==> config.mk <==
export PLATFORM = sky130hd
export DESIGN_NAME = uart_rx
export DESIGN_NICKNAME = d
export VERILOG_FILES = /design/src/rtl/uart_pkg.sv /design/src/rtl/uart_sync.sv /design/src/rtl/uart_rx.sv
export SDC_FILE = /design/constraint.sdc
export NUM_CORES = 1
export LEC_CHECK = 0
export CAP_MARGIN = 5
export CORE_MARGIN = 2
export CORE_UTILIZATION = 25
export CTS_BUF_LIST = sky130_fd_sc_hd__clkbuf_4 sky130_fd_sc_hd__clkbuf_8 sky130_fd_sc_hd__clkbuf_16
export DETAILED_ROUTE_END_ITERATION = 12
export GPL_TIMING_DRIVEN = 0
export PLACE_DENSITY = 0.49
export SLEW_MARGIN = 20
export SYNTH_ARGS = -nofsm -noshare
export SYNTH_HDL_FRONTEND = slang
export SYNTH_SLANG_ARGS = --single-unit
==> constraint.sdc <==
create_clock -name clk -period 2.3 [get_ports clk]
set_input_delay 0.345 -clock clk [delete_from_list [all_inputs] [get_ports clk]]
set_output_delay 0.345 -clock clk [all_outputs]
set_load 0.02 [all_outputs]
==> src/rtl/uart_pkg.sv <==
// ---------------------------------------------------------------------------
// uart_pkg : shared UART clocking defaults and receiver state encoding
// Revision : 1.0
// ---------------------------------------------------------------------------
`default_nettype none

package uart_pkg;

  localparam int CLOCK_FREQUENCY_DEFAULT = 27000000;
  localparam int BAUD_RATE_DEFAULT       = 115200;

  function automatic int baud_divisor(input int clock_frequency, input int baud_rate);
    return clock_frequency / baud_rate;
  endfunction

  typedef enum logic [2:0] {
    RX_IDLE      = 3'd0,
    RX_START     = 3'd1,
    RX_DATA      = 3'd2,
    RX_STOP      = 3'd3,
    RX_WAIT_IDLE = 3'd4
  } rx_state_t;

endpackage

`default_nettype wire

==> src/rtl/uart_sync.sv <==
// ---------------------------------------------------------------------------
// uart_sync : two-flop synchronizer for an asynchronous single-bit input
// Revision  : 1.0
// ---------------------------------------------------------------------------
`default_nettype none

module uart_sync #(
  parameter logic RESET_VAL = 1'b1
) (
  input  logic clk,
  input  logic rst,
  input  logic d,
  output logic q
);

  logic meta;

  always_ff @(posedge clk or posedge rst) begin
    if (rst) begin
      meta <= RESET_VAL;
      q    <= RESET_VAL;
    end else begin
      meta <= d;
      q    <= meta;
    end
  end

endmodule

`default_nettype wire

==> src/rtl/uart_rx.sv <==
// ---------------------------------------------------------------------------
// uart_rx : 8N1 UART receiver with valid/ready output, framing and overrun
// Revision: 1.0
// ---------------------------------------------------------------------------
`default_nettype none

module uart_rx #(
  parameter int CLOCK_FREQUENCY = uart_pkg::CLOCK_FREQUENCY_DEFAULT,
  parameter int BAUD_RATE       = uart_pkg::BAUD_RATE_DEFAULT,
  parameter int BAUD_DIVISOR    = uart_pkg::baud_divisor(CLOCK_FREQUENCY, BAUD_RATE),
  parameter int HALF_DIVISOR    = BAUD_DIVISOR / 2
) (
  input  logic       clk,
  input  logic       rst,
  input  logic       rx,
  output logic [7:0] data,
  output logic       valid,
  input  logic       ready,
  output logic       busy,
  output logic       framing_error,
  output logic       overrun
);

  import uart_pkg::*;

  localparam logic [7:0] BIT_LAST  = 8'(BAUD_DIVISOR - 1);
  localparam logic [7:0] HALF_LAST = 8'(HALF_DIVISOR - 1);

  rx_state_t  state, state_next;
  logic       rx_s;
  logic [7:0] cnt;
  logic [2:0] bit_idx;
  logic [7:0] shift;

  logic       cnt_clear;
  logic       sample_bit;
  logic       deliver;
  logic       frame_err;

  uart_sync #(
    .RESET_VAL(1'b1)
  ) u_sync (
    .clk(clk),
    .rst(rst),
    .d  (rx),
    .q  (rx_s)
  );

  always_ff @(posedge clk or posedge rst) begin
    if (rst) state <= RX_IDLE;
    else     state <= state_next;
  end

  always_comb begin
    state_next = state;
    cnt_clear  = 1'b0;
    sample_bit = 1'b0;
    deliver    = 1'b0;
    frame_err  = 1'b0;
    case (state)
      RX_IDLE: begin
        if (!rx_s) begin
          state_next = RX_START;
          cnt_clear  = 1'b1;
        end
      end
      RX_START: begin
        // Centre of the start bit: a high line here means it was only a glitch.
        if (cnt == HALF_LAST) begin
          cnt_clear  = 1'b1;
          state_next = rx_s ? RX_IDLE : RX_DATA;
        end
      end
      RX_DATA: begin
        if (cnt == BIT_LAST) begin
          cnt_clear  = 1'b1;
          sample_bit = 1'b1;
          if (bit_idx == 3'd7) state_next = RX_STOP;
        end
      end
      RX_STOP: begin
        if (cnt == BIT_LAST) begin
          cnt_clear = 1'b1;
          if (rx_s) begin
            deliver    = 1'b1;
            state_next = RX_IDLE;
          end else begin
            frame_err  = 1'b1;
            state_next = RX_WAIT_IDLE;
          end
        end
      end
      RX_WAIT_IDLE: begin
        if (rx_s) state_next = RX_IDLE;
      end
      default: state_next = RX_IDLE;
    endcase
  end

  always_ff @(posedge clk or posedge rst) begin
    if (rst) begin
      cnt     <= 8'd0;
      bit_idx <= 3'd0;
      shift   <= 8'd0;
    end else begin
      if (cnt_clear)
        cnt <= 8'd0;
      else if (state == RX_START || state == RX_DATA || state == RX_STOP)
        cnt <= cnt + 8'd1;
      else
        cnt <= 8'd0;

      if (state == RX_START)
        bit_idx <= 3'd0;
      else if (sample_bit)
        bit_idx <= bit_idx + 3'd1;

      // LSB arrives first, so shifting in at the MSB leaves bit0 at shift[0].
      if (sample_bit)
        shift <= {rx_s, shift[7:1]};
    end
  end

  always_ff @(posedge clk or posedge rst) begin
    if (rst) begin
      data          <= 8'd0;
      valid         <= 1'b0;
      framing_error <= 1'b0;
      overrun       <= 1'b0;
    end else begin
      framing_error <= frame_err;
      overrun       <= deliver && valid && !ready;
      if (deliver && (!valid || ready)) begin
        data  <= shift;
        valid <= 1'b1;
      end else if (valid && ready) begin
        valid <= 1'b0;
      end
    end
  end

  assign busy = (state != RX_IDLE);

endmodule

`default_nettype wire

Pin map:
Pins as bars across the die edge, other pins in grey.
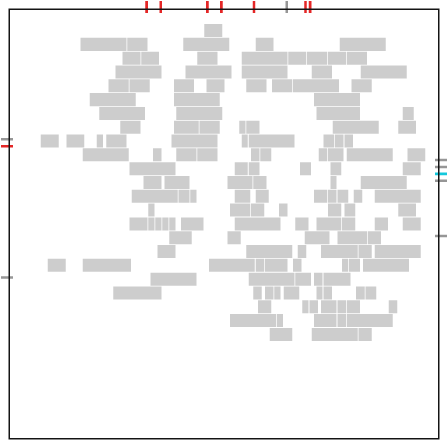
- cyan: ready (pins 1; direction input; edge east)
- red: data (pins 8; direction output; edge 7 north, 1 west)
- all pins by edge: 8 north, 5 east, 3 west

Congestion heat map:
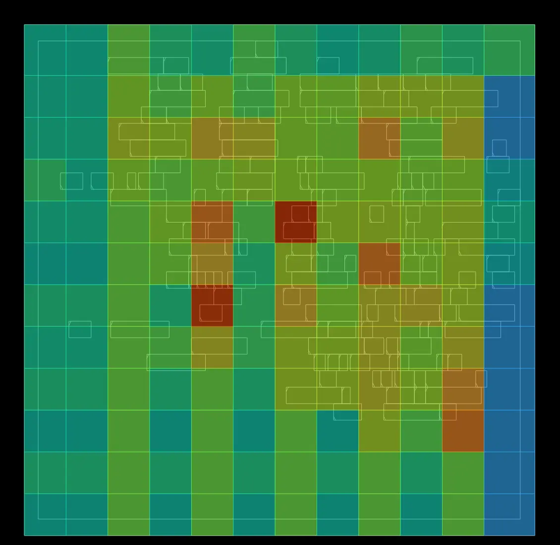
detail-routed net length per standard cell: 13.14 µm
utilization after layout: 30.93%
peak-usage layer in the global routing report: met2
met2 Track Usage GR: 15.30%
global-route usage over all layers: 9.322%

Clock wires, drivers and flops:
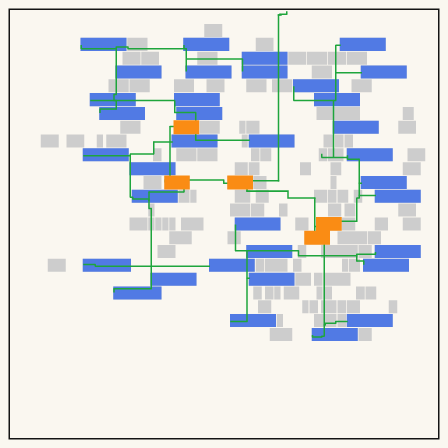
- green: clock wires (length 441 µm)
- blue: flip-flops (count 35)
- orange: clock-net drivers (count 5)
- routed clock nets: 6

Placed cells, one colour a class:
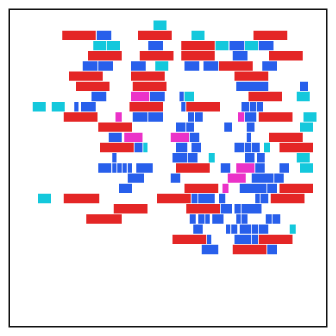
- red: registers (cells 35; share of their area 48%)
- cyan: remaining buffers and delay cells (cells 20; share of their area 9.6%)
- blue: remaining logic cells (cells 88; share of their area 38%)
- magenta: clock drivers and dummy loads (cells 8; share of their area 4.5%)

==> results.md <==
| Stage | Parameter | This run |
|:---|:---|:---|
| yosys | Adder and majority cell fraction of the synthesized area | 3.882% |
| yosys | Post-synthesis instance area | 1612 µm² |
| worst setup path | CP endpoint | data[7] |
| cells and area | Signal buffers share of area | 9.085% |
| worst hold path | Worst min-delay path endpoint | u_sync.q |
| routing | Met3 routed WL | 50 µm |
| worst setup path | Required arrival time at the worst endpoint | 2.47 ns |
| pwr | Total power per unit cell area | 546.1 nW/µm² |
| grt | Met3 track utilization from global routing | 1.475% |
| clock network | Worst skew pair latency | 0.28 ns |
| cells and area | Antenna cell count | 0 |
| cells and area | Number of filler instances in the final layout | 637 |
| yosys | Library cell with the highest instance count after synthesis | dfrtp_1 |
| cells and area | Clock tree cell share of total cell area | 4.317% |
| clock network | TritonCTS clock tree | done |
| worst setup path | Worst path cell trace | inv_1, ha_1, nand4b_2, nor4b_4, mux2_2 |
| cells and area | Biggest registers after layout | cnt x8, data x8, shift x8 |
| cells and area | Area of all sequential standard cells | 878.3 µm² |
| outcome | Outcome | finished clean |
| routing | ANT nets after route | 0 |
| pwr | Fraction of power consumed by combinational cells | 1.7% |
| routing | Detail Route met2 WL | 1.408 mm |
| timing | Final hold violations | 0 |
| yosys | Number of flops mapped to enable cells by yosys | 0 |
| routing | Drt first pass iters | 4 |
| timing | Post-layout worst setup margin | 0.1829 ns |
| routing | Drt initial violations | 39 |
| pwr | Part of the power in the clock network | 39.8% |
| cells and area | Inverters | 4 |
| cells and area | Relative area change from synthesis to final layout | 20.50% |
| timing | Final Critical Period | 2.117 ns |
| grt | Total congestion overflow | 0 |
| yosys | Proportion of synthesized area in mux cells | 13.04% |
| run | Max cap viols | 0 |
| worst setup path | Kind of critical path | register to register |
| worst setup path | Destination of the worst register-to-register timing path | data[7] |
| clock network | # clock sinks | 35 |
| pwr | Net load switching power | 0.0002296 W |
| worst setup path | Worst setup path start | cnt[1] |
| yosys | Post-Synthesis Net Count | 137 |
| yosys | Fraction of the mapped netlist area in compound gates | 7.609% |
| cells and area | Final nets | 159 |
| cells and area | Top cells excl fill/tap | dfrtp_1, mux2_2, clkdlybuf4s50_1 |
| timing | Period Utilization, post-route | 92.05% |
| pwr | Part of the total power dissipated in sequential elements | 58.5% |
| cells and area | Comb area | 691.9 µm² |
Power figures rest on the tool's default switching activity, not on a simulated workload.
